Fig. 1: run 1, routing congestion
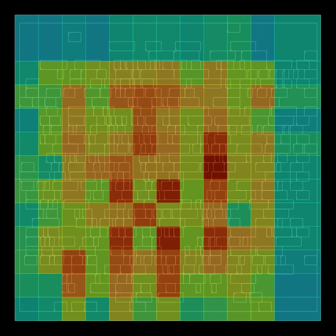
Fig. 2: run 1, where the registers sit
Other sequential cells in the stronger gray, the rest of the logic in the fainter gray.
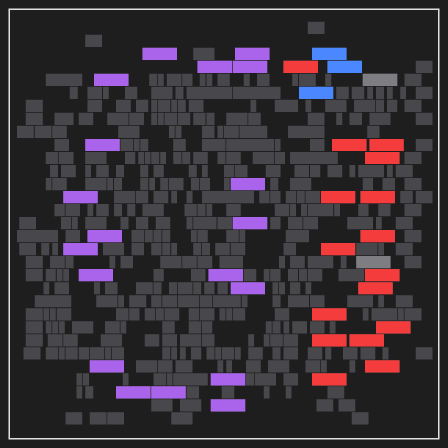
Fig. 3: run 1, I/O nets highlighted
Scale bar: 20 um.
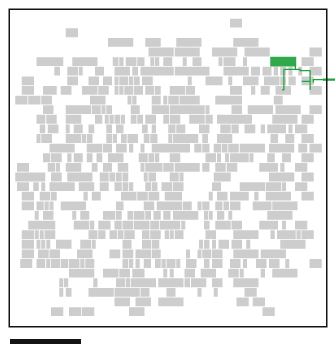
==> config.mk <==
export PLATFORM = sky130hd
export DESIGN_NAME = product_accumulator_flat
export DESIGN_NICKNAME = d
export VERILOG_FILES = /design/src/rtl/product_accumulator_if.sv /design/src/rtl/product_accumulator.sv /design/src/flat_wrapper.sv
export SDC_FILE = /design/constraint.sdc
export NUM_CORES = 1
export LEC_CHECK = 0
export CORE_UTILIZATION = 44
export CTS_CLUSTER_SIZE = 8
export DETAILED_ROUTE_END_ITERATION = 7
export GPL_ROUTABILITY_DRIVEN = 0
export PLACE_DENSITY = 0.71
export RECOVER_POWER = 25
export SETUP_SLACK_MARGIN = 0.1
export SYNTH_ARGS = -nofsm -noshare
export SYNTH_HDL_FRONTEND = slang
export SYNTH_SLANG_ARGS = --single-unit
==> constraint.sdc <==
create_clock -name clk -period 8.4 [get_ports clk]
set_input_delay 0.84 -clock clk [delete_from_list [all_inputs] [get_ports clk]]
set_output_delay 0.84 -clock clk [all_outputs]
set_load 0.03 [all_outputs]
==> results.cfg, run 1 <==
; yosys + openroad results
[final_timing]
hold_viol_final = 0
achievable-frequency_mhz = 171.9
slew_violations = 0
grt_setup_unrepaired = no
layout_setup_ws_ns = 2.583
tns_ns = 0

[synth]
simple_gate_share_pct = 21.07
ys_ff = 40
synth.distinct_cells = 70
edf_count = 0
xor_area_share_pct = 12.03
mux_area_share_pct = 0.5957
area_figure_in_the_yosys_stat_output_um2 = 3361
synth_stat.cells = 395
synth.top_cells.by_area = sky130_fd_sc_hd__dfxtp_1 (24%), sky130_fd_sc_hd__ha_1 (8.6%), sky130_fd_sc_hd__xnor2_1 (7.6%), sky130_fd_sc_hd__nor2_1 (5.9%), sky130_fd_sc_hd__a22oi_1 (4.5%)
synth.top_cells.by_count = sky130_fd_sc_hd__nor2_1 (53), sky130_fd_sc_hd__dfxtp_1 (40), sky130_fd_sc_hd__nand2_1 (29), sky130_fd_sc_hd__xnor2_1 (29), sky130_fd_sc_hd__ha_1 (23)
top_cell = sky130_fd_sc_hd__nor2_1
syn_area_um2 = 3361
synth_nets = 439

[power]
p_sw_mw = 0.3565
power.share.combinational_pct = 54.6
share_seq_of_total_power_pct = 26.1
total_power_mw = 0.8264
power_switching_share_pct = 43.14

[clock_network]
worst_skew_pair.late_latency_ns = 0.30
tritoncts_clock_tree = done
clock-root-buffer = sky130_fd_sc_hd__clkbuf_8
post-cts-setup-buffer-count = 0
cts_num_sinks = 40
tritoncts_buffer_count = 5
postCtsResizedCells = 0

[worst_setup_path]
crit_path_max_delay_cell_type = sky130_fd_sc_hd__o41ai_4
maximum_fanout_count_along_the_critical_path = 16
cp.depth = 16
worstPathRequired_ns = 8.52
category_of_cells_accounting_for_the_largest_share_of_critical_path_delay = AND-OR/OR-AND gates

[detailed_routing]
routed_via_density = 5.679
finalWirelength_um = 7570
detail_route.drc_violations = 0
detailedRoute.firstPassIterationCount = 4
num_vias = 2970

[min_path]
hold-path-cell-count = 2
min_path_type = register to register

[finish]
finalInstanceArea_um2 = 3909
final_layout_size_suffix_gt1_share_pct = 9.670
finish.cell_count_without_fillers = 523
final.fill_count = 711

[floorplanning]
rows = 31
die_area_um2 = 7991

[placed_design]
postPlaceCellArea_um2 = 3801
dp.final_hpwl_um = 5655
place_ws_ns = 2.307

[grt]
grt_use_met3_pct = 2.770
pin_count_of_the_biggest_net_entering_global_routing = 41
overflow = 0
initial_antenna_violation_count = 0

[flow_run]
tool_warnings = 27

[status]
run_status = finished, final reports clean
About Fig. 1:
met1 usage in global routing: 29.48%
average detailed-routed wire length per instance: 14.47 um
met2 track utilization from global routing: 31.99%
global route hottest layer: met2

About Fig. 2:
name in the netlist	color	placed flops
u_core.cnt_q	blue	3
u_core.bus.out_data	red	16
u_core.acc_q	purple	19
register area: 800.8 um^2
proportion of cell area occupied by registers: 20.49%

About Fig. 3:
port	color	bits	direction	end cells	buffers	wire
bus_out_valid	green	1	output	1	1	27.0 um
Port-buffer cells: 39
count of boundary I/O pins: 40

[run 1: power by group through the flow]
stage | Combinational, mW | Clock (mW) | Sequential, mW
after floorplan | 0.368 | 0 | 0.217
after global placement | 0.438 | 0 | 0.220
after detailed placement | 0.447 | 0 | 0.220
after CTS | 0.450 | 0.164 | 0.216
after global routing | 0.500 | 0.172 | 0.217
final | 0.451 | 0.159 | 0.216
[run 1: layer usage]
layer	vias up	wire length (um)
li1	1517	-
met4	0	74
met3	6	381
met5	-	0
met2	73	3362
met1	1374	3751
[run 1: final cells by class]
class                      instances  area, um^2  area share, %
multi-input combinational        321        2415          61.78
sequential                        40       800.8          20.49
timing repair buffer              42       412.9          10.56
tap                               99       123.9          3.169
clock buffer                       6       72.57          1.857
inverter                          13       48.80          1.248
clock inverter                     2       35.03         0.8963
Fig. 4: run 1, signal wires on met1
Supply wires on this layer in gray.
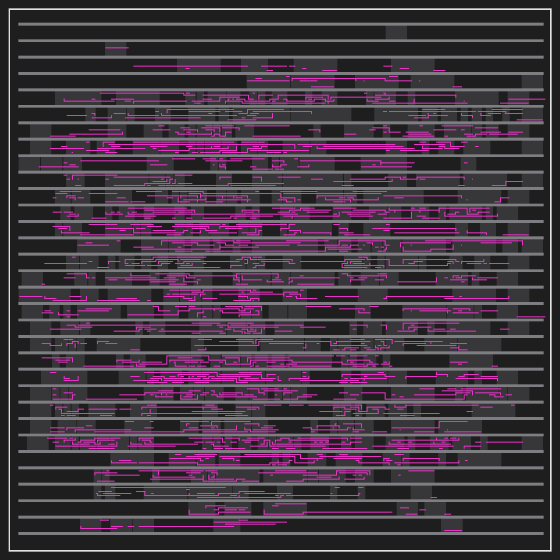

==> run 2, diff against run 1 <==
clock period = 6.05 ns   (was 8.4 ns; I/O delays follow)
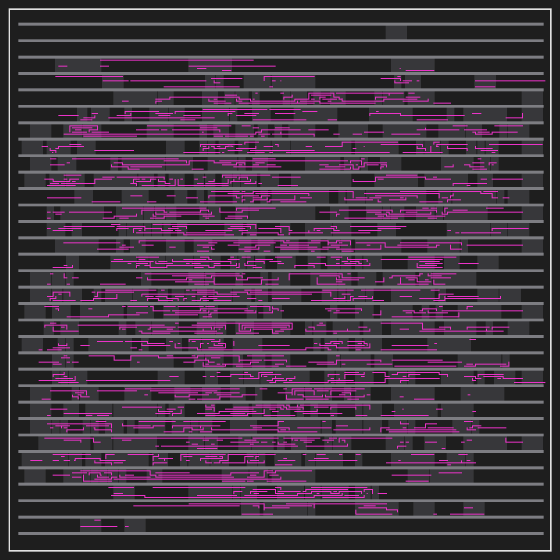
Fig. 5. Signal wires on met1 (run 2).
Supply wires on this layer in gray.
share of all routed wire	50%
longest straight run	31.7 um
main direction	horizontal
nets with wire on the layer	420
wire length on this layer	3740 um
met1 usage in global routing: 26.94%
detailed-route via count: 2960
total wire length: 7431 um

==> results.cfg, run 2 <==
; yosys + openroad results
[status]
run_status = finished, final reports clean

[power]
group_with_the_largest_share_of_power = combinational logic
total_power_mw = 1.150
pwr.group.clock_mw = 0.217
power.share.combinational_pct = 55.2
sequentialPower_mw = 0.298
share_seq_of_total_power_pct = 25.9

[synth]
synth_stat.cells = 395
simple_gate_share_pct = 21.07
edf_count = 0
synth.top_cells.by_area = sky130_fd_sc_hd__dfxtp_1 (24%), sky130_fd_sc_hd__ha_1 (8.6%), sky130_fd_sc_hd__xnor2_1 (7.6%), sky130_fd_sc_hd__nor2_1 (5.9%), sky130_fd_sc_hd__a22oi_1 (4.5%)
ys_ff = 40
synth_nets = 439
top_cell = sky130_fd_sc_hd__nor2_1
xor_area_share_pct = 12.03
synth.distinct_cells = 70

[placed_design]
dp.final_hpwl_um = 5822
postPlaceCellArea_um2 = 3809
place_ws_ns = 0.6028
placement.io_buffers = 39

[detailed_routing]
route.detailed.wl_per_inst_um = 14.18

[grt]
pin_count_of_the_biggest_net_entering_global_routing = 41
initial_antenna_violation_count = 0
overflow = 0

[min_path]
min_path_type = register to register
hold-path-cell-count = 2

[worst_setup_path]
maximum_fanout_count_along_the_critical_path = 16
worstPathRequired_ns = 6.21
category_of_cells_accounting_for_the_largest_share_of_critical_path_delay = simple AND/OR/NAND/NOR gates
crit_path_max_delay_cell_type = sky130_fd_sc_hd__clkdlybuf4s50_1

[clock_network]
tritoncts_clock_tree = done
clock-root-buffer = sky130_fd_sc_hd__clkbuf_8
post-cts-setup-buffer-count = 0
worst_skew_pair.late_latency_ns = 0.30
postCtsResizedCells = 0

[final_timing]
achievable-frequency_mhz = 194.9
slew_violations = 0
tns_ns = 0
grt_setup_unrepaired = no

[floorplanning]
die_area_um2 = 7991
floorplan.io_pins = 40

[finish]
finish.cell_count_without_fillers = 524
final_layout_size_suffix_gt1_share_pct = 9.176
finalInstanceArea_um2 = 3904
[run 2: cell counts after synthesis]
Identical to the previous run, type by type.
[run 2: final cells by class]
class | count | area, um^2
well taps | 99 | 123.9
clock buffers | 6 | 72.57
clock inverters | 2 | 35.03
repair buffers | 43 | 412.9
fillers | 706 | 3427
flip-flops and latches | 40 | 800.8
multi-input cells | 321 | 2410
inverters | 13 | 48.80
[run 2: routing by layer]
metal / part of all wire (%) / routed length, um / GRT usage, % / vias up
li1: - / - / - / 1521
met1: 50 / 3744 / 26.94 / 1363
met2: 45 / 3349 / 32.55 / 70
met3: 3.7 / 273 / 2.770 / 6
met4: 0.85 / 63 / 4.618 / 0
met5: 0 / 0 / 0 / -
Power and IR drop assume default switching activity.
